Figure 1. Clock nets (run 1).
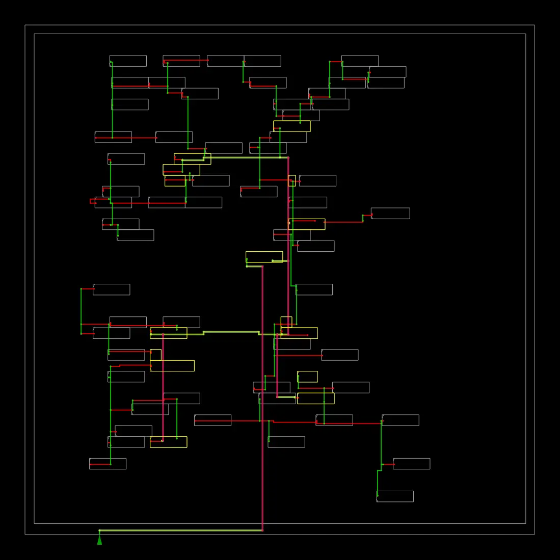
Figure 2. Signal wires by layer (run 1).
Only two layers are drawn.
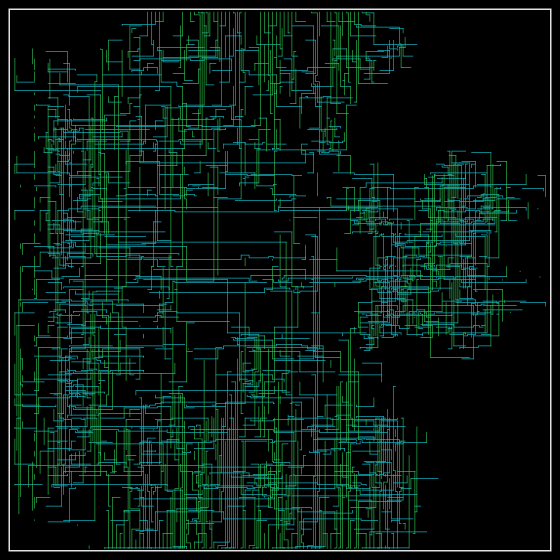
Figure 3. Pin map (run 1).
Pins as bars across the die edge, other pins in grey.
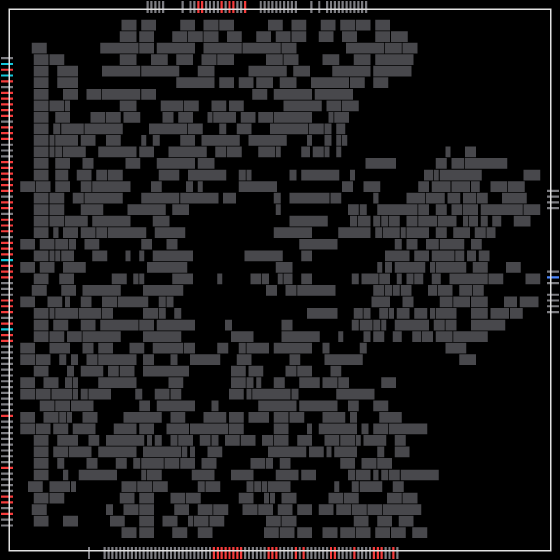
`config.mk`:
```
export PLATFORM = sky130hd
export DESIGN_NAME = dadda_mul_share_ctrl
export DESIGN_NICKNAME = d
export VERILOG_FILES = /design/src/rtl/dadda_mul_share_ctrl_pkg.sv /design/src/rtl/dadda_mul_share_ctrl_rr_arbiter.sv /design/src/rtl/dadda_mul_share_ctrl.sv
export SDC_FILE = /design/constraint.sdc
export NUM_CORES = 1
export LEC_CHECK = 0
export CAP_MARGIN = 30
export CORE_MARGIN = 2
export CORE_UTILIZATION = 25
export DETAILED_ROUTE_END_ITERATION = 10
export GPL_TIMING_DRIVEN = 0
export SYNTH_ARGS = -nofsm -noshare
export SYNTH_HDL_FRONTEND = slang
export SYNTH_SLANG_ARGS = --single-unit
```
`constraint.sdc`:
```
create_clock -name clk -period 2.9 [get_ports clk]
set_input_delay 0.58 -clock clk [delete_from_list [all_inputs] [get_ports clk]]
set_output_delay 0.58 -clock clk [all_outputs]
set_load 0.05 [all_outputs]
```
`src/rtl/dadda_mul_share_ctrl_pkg.sv`:
```
// Shared definitions for the dadda_mul sharing controller.
//   state_t : controller FSM states (IDLE -> MUL -> RESP -> IDLE)
//   W_DEF   : default operand/sum width of the shared multiplier
//   clog2   : ceiling log2, used for id and settle-counter widths
package dadda_ctrl_pkg;

  localparam int unsigned W_DEF = 16;

  typedef enum logic [1:0] {
    ST_IDLE = 2'd0,
    ST_MUL  = 2'd1,
    ST_RESP = 2'd2
  } state_t;

  function automatic int unsigned clog2(input int unsigned n);
    int unsigned r;
    r = 0;
    while ((32'd1 << r) < n) r++;
    return r;
  endfunction

endpackage

```
`src/rtl/dadda_mul_share_ctrl_rr_arbiter.sv`:
```
// Combinational round-robin arbiter.
//   req     : request vector
//   ptr     : highest-priority index for this decision
//   gnt     : one-hot grant, first set req searching ptr, ptr+1, ... mod NREQ
//   gnt_idx : binary index of the granted requester (0 when no grant)
module rr_arbiter #(
  parameter int unsigned NREQ = 4,
  parameter int unsigned IDW  = 2
) (
  input  logic [NREQ-1:0] req,
  input  logic [IDW-1:0]  ptr,
  output logic [NREQ-1:0] gnt,
  output logic [IDW-1:0]  gnt_idx
);

  always_comb begin
    int unsigned idx;
    logic        found;
    gnt     = '0;
    gnt_idx = '0;
    found   = 1'b0;
    idx     = 0;
    for (int unsigned k = 0; k < NREQ; k++) begin
      idx = (32'(ptr) + k) % NREQ;
      if (!found && req[idx]) begin
        found        = 1'b1;
        gnt[idx]     = 1'b1;
        gnt_idx      = IDW'(idx);
      end
    end
  end

endmodule

```
`src/rtl/dadda_mul_share_ctrl.sv`:
```
// Time-shares one external combinational dadda_mul among NREQ requesters.
// One operation in flight; round-robin grant; operands are registered onto
// mul_* and held MUL_CYCLES cycles before the result is captured and offered
// on a valid/ready response port tagged with the requester index.
//   clk, rst_n          : clock, asynchronous active-low reset
//   req_valid/ready     : per-requester request handshake (ready is one-hot)
//   req_a/req_b/req_cin : packed operands, requester i at [i*W +: W]
//   mul_a/mul_b/mul_cin : registered operands to dadda_mul
//   mul_sum/mul_carry   : dadda_mul result
//   rsp_valid/ready     : response handshake
//   rsp_id/sum/carry    : response payload
//   busy                : operation in MUL or RESP
module dadda_mul_share_ctrl
  import dadda_ctrl_pkg::*;
#(
  parameter int unsigned NREQ       = 4,
  parameter int unsigned W          = W_DEF,
  parameter int unsigned MUL_CYCLES = 1,
  parameter int unsigned IDW        = 2
) (
  input  logic              clk,
  input  logic              rst_n,
  input  logic [NREQ-1:0]   req_valid,
  output logic [NREQ-1:0]   req_ready,
  input  logic [NREQ*W-1:0] req_a,
  input  logic [NREQ*W-1:0] req_b,
  input  logic [NREQ-1:0]   req_cin,
  output logic [W-1:0]      mul_a,
  output logic [W-1:0]      mul_b,
  output logic              mul_cin,
  input  logic [W-1:0]      mul_sum,
  input  logic              mul_carry,
  output logic              rsp_valid,
  input  logic              rsp_ready,
  output logic [IDW-1:0]    rsp_id,
  output logic [W-1:0]      rsp_sum,
  output logic              rsp_carry,
  output logic              busy
);

  localparam int unsigned CW = (MUL_CYCLES > 1) ? clog2(MUL_CYCLES) : 1;

  state_t          state, state_nx;
  logic [IDW-1:0]  ptr;
  logic [IDW-1:0]  id;
  logic [CW-1:0]   cnt;
  logic [NREQ-1:0] gnt;
  logic [IDW-1:0]  gnt_idx;
  logic            accept;

  rr_arbiter #(
    .NREQ (NREQ),
    .IDW  (IDW)
  ) u_arb (
    .req     (req_valid),
    .ptr     (ptr),
    .gnt     (gnt),
    .gnt_idx (gnt_idx)
  );

  // Grant only while idle; held off during reset so req_ready reads 0 there.
  assign req_ready = (state == ST_IDLE && rst_n) ? gnt : '0;
  assign accept    = |req_ready;
  assign busy      = (state != ST_IDLE);

  always_comb begin
    state_nx = state;
    case (state)
      ST_IDLE: if (accept)       state_nx = ST_MUL;
      ST_MUL:  if (cnt == '0)    state_nx = ST_RESP;
      ST_RESP: if (rsp_ready)    state_nx = ST_IDLE;
      default:                   state_nx = ST_IDLE;
    endcase
  end

  always_ff @(posedge clk or negedge rst_n) begin
    if (!rst_n) begin
      state     <= ST_IDLE;
      ptr       <= '0;
      id        <= '0;
      cnt       <= '0;
      mul_a     <= '0;
      mul_b     <= '0;
      mul_cin   <= 1'b0;
      rsp_valid <= 1'b0;
      rsp_id    <= '0;
      rsp_sum   <= '0;
      rsp_carry <= 1'b0;
    end else begin
      state <= state_nx;
      case (state)
        ST_IDLE: begin
          if (accept) begin
            mul_a   <= req_a[gnt_idx*W +: W];
            mul_b   <= req_b[gnt_idx*W +: W];
            mul_cin <= req_cin[gnt_idx];
            id      <= gnt_idx;
            ptr     <= (gnt_idx == IDW'(NREQ-1)) ? '0 : gnt_idx + 1'b1;
            cnt     <= CW'(MUL_CYCLES-1);
          end
        end
        ST_MUL: begin
          if (cnt == '0) begin
            rsp_sum   <= mul_sum;
            rsp_carry <= mul_carry;
            rsp_id    <= id;
            rsp_valid <= 1'b1;
          end else begin
            cnt <= cnt - 1'b1;
          end
        end
        ST_RESP: begin
          if (rsp_ready) rsp_valid <= 1'b0;
        end
        default: ;
      endcase
    end
  end

endmodule
```
==> flow_summary.json, run 1 <==
{
  "post-place-ws_ps": -1030,
  "setup_ws_ps": -92.1,
  "cts_hold_buffers": 0,
  "yosysUniqueCellTypes": 43,
  "syn_area_per_cell_um2": 9.85,
  "totalWireLength_um": 15000,
  "logic_gates": 283,
  "hold_path.class": "primary input to async pin",
  "met1_usage_pct": 22.3,
  "most_common_cell": "dfrtp_1",
  "violations": "negative setup slack",
  "largest_cell_class": "non-clock buffers",
  "clk_path_buf_depth": 2,
  "path_class": "register to output port",
  "setup_tns_ps": -1350,
  "numCtsBuffers": 9,
  "common_cells": "dfrtp_1, nand2_1, a21oi_1",
  "synthXorXnorAreaFrac_pct": 0.230,
  "finalSetupViolations": 37,
  "stdcell_count": 826,
  "internal_power_mw": 5.00,
  "cp.required_ps": 2320,
  "switching_share_pct": 49.6,
  "status": "finished, violations left",
  "dp_cells": 788,
  "seq_cells": 59,
  "met1Wirelength_um": 6010,
  "cp.depth": 9,
  "mux_share_pct": 18.3,
  "start_kind": "register"
}
-- Figure 1 (at the start) --
clock sinks: 59
final-layout clock buffer total: 11

-- Figure 2 (at the start) --
[met1] cyan | wire length: 6010 um
[met2] green | wire length: 7620 um

-- Figure 3 (at the start) --
[`req_a`] red | pins: 64 | direction: input | edge: 38 left, 20 bottom, 6 top
[`req_cin`] cyan | pins: 4 | direction: input | edge: left
[`mul_cin`] blue | pins: 1 | direction: output | edge: right
all pins by edge: 82 left, 77 bottom, 44 top, 11 right

--- run 2 (diff from run 1) ---
Settings changed: CORE_ASPECT_RATIO set to 0.5, GPL_TIMING_DRIVEN 0 to not set, SLEW_MARGIN set to 30.
Figure 4. Signal wires by layer (run 2).
Only two layers are drawn.
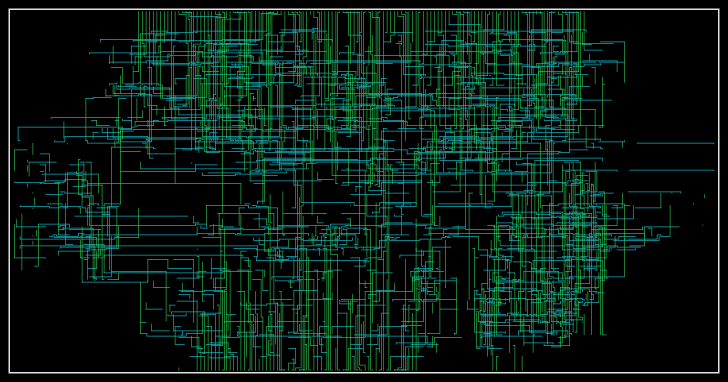
[met2] green | wire length: 8440 um
[met1] cyan | wire length: 6790 um

Figure 5. Logic cells by family (run 2).
Scale bar: 50 um.
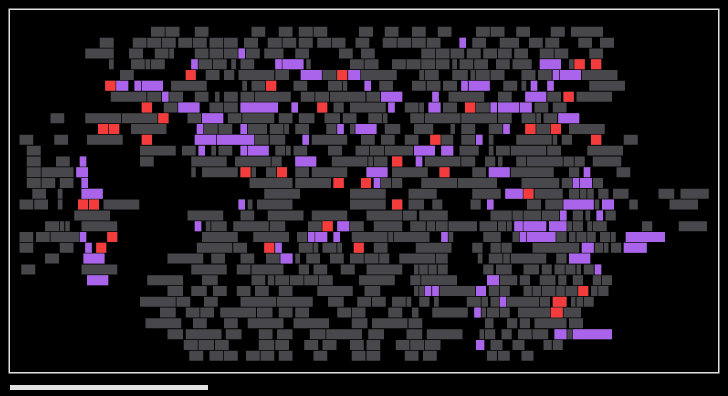
[inverting AOI/OAI gates] purple | cells: 96 | most used: a21oi_1
[AND-OR and OR-AND gates] red | cells: 36 | most used: a21o_1

==> flow_summary.json, run 2 <==
{
  "status": "finished, violations left",
  "violations": "negative setup slack",
  "met1Wirelength_um": 6790,
  "finalSetupViolations": 2,
  "most_common_cell": "dfrtp_1",
  "hold_path.class": "primary input to async pin",
  "seq_cells": 59,
  "start_kind": "register",
  "clk_path_buf_depth": 2,
  "mux_share_pct": 18.3,
  "post-place-ws_ps": -319,
  "cp.required_ps": 2320,
  "numCtsBuffers": 9,
  "logic_gates": 283,
  "cp.depth": 10,
  "syn_area_per_cell_um2": 9.85,
  "internal_power_mw": 5.66,
  "cts_hold_buffers": 0,
  "clkSinkCount": 59,
  "largest_cell_class": "non-clock buffers",
  "stdcell_count": 858,
  "setup_ws_ps": -71.9,
  "path_class": "register to output port",
  "met1_usage_pct": 21.4
}
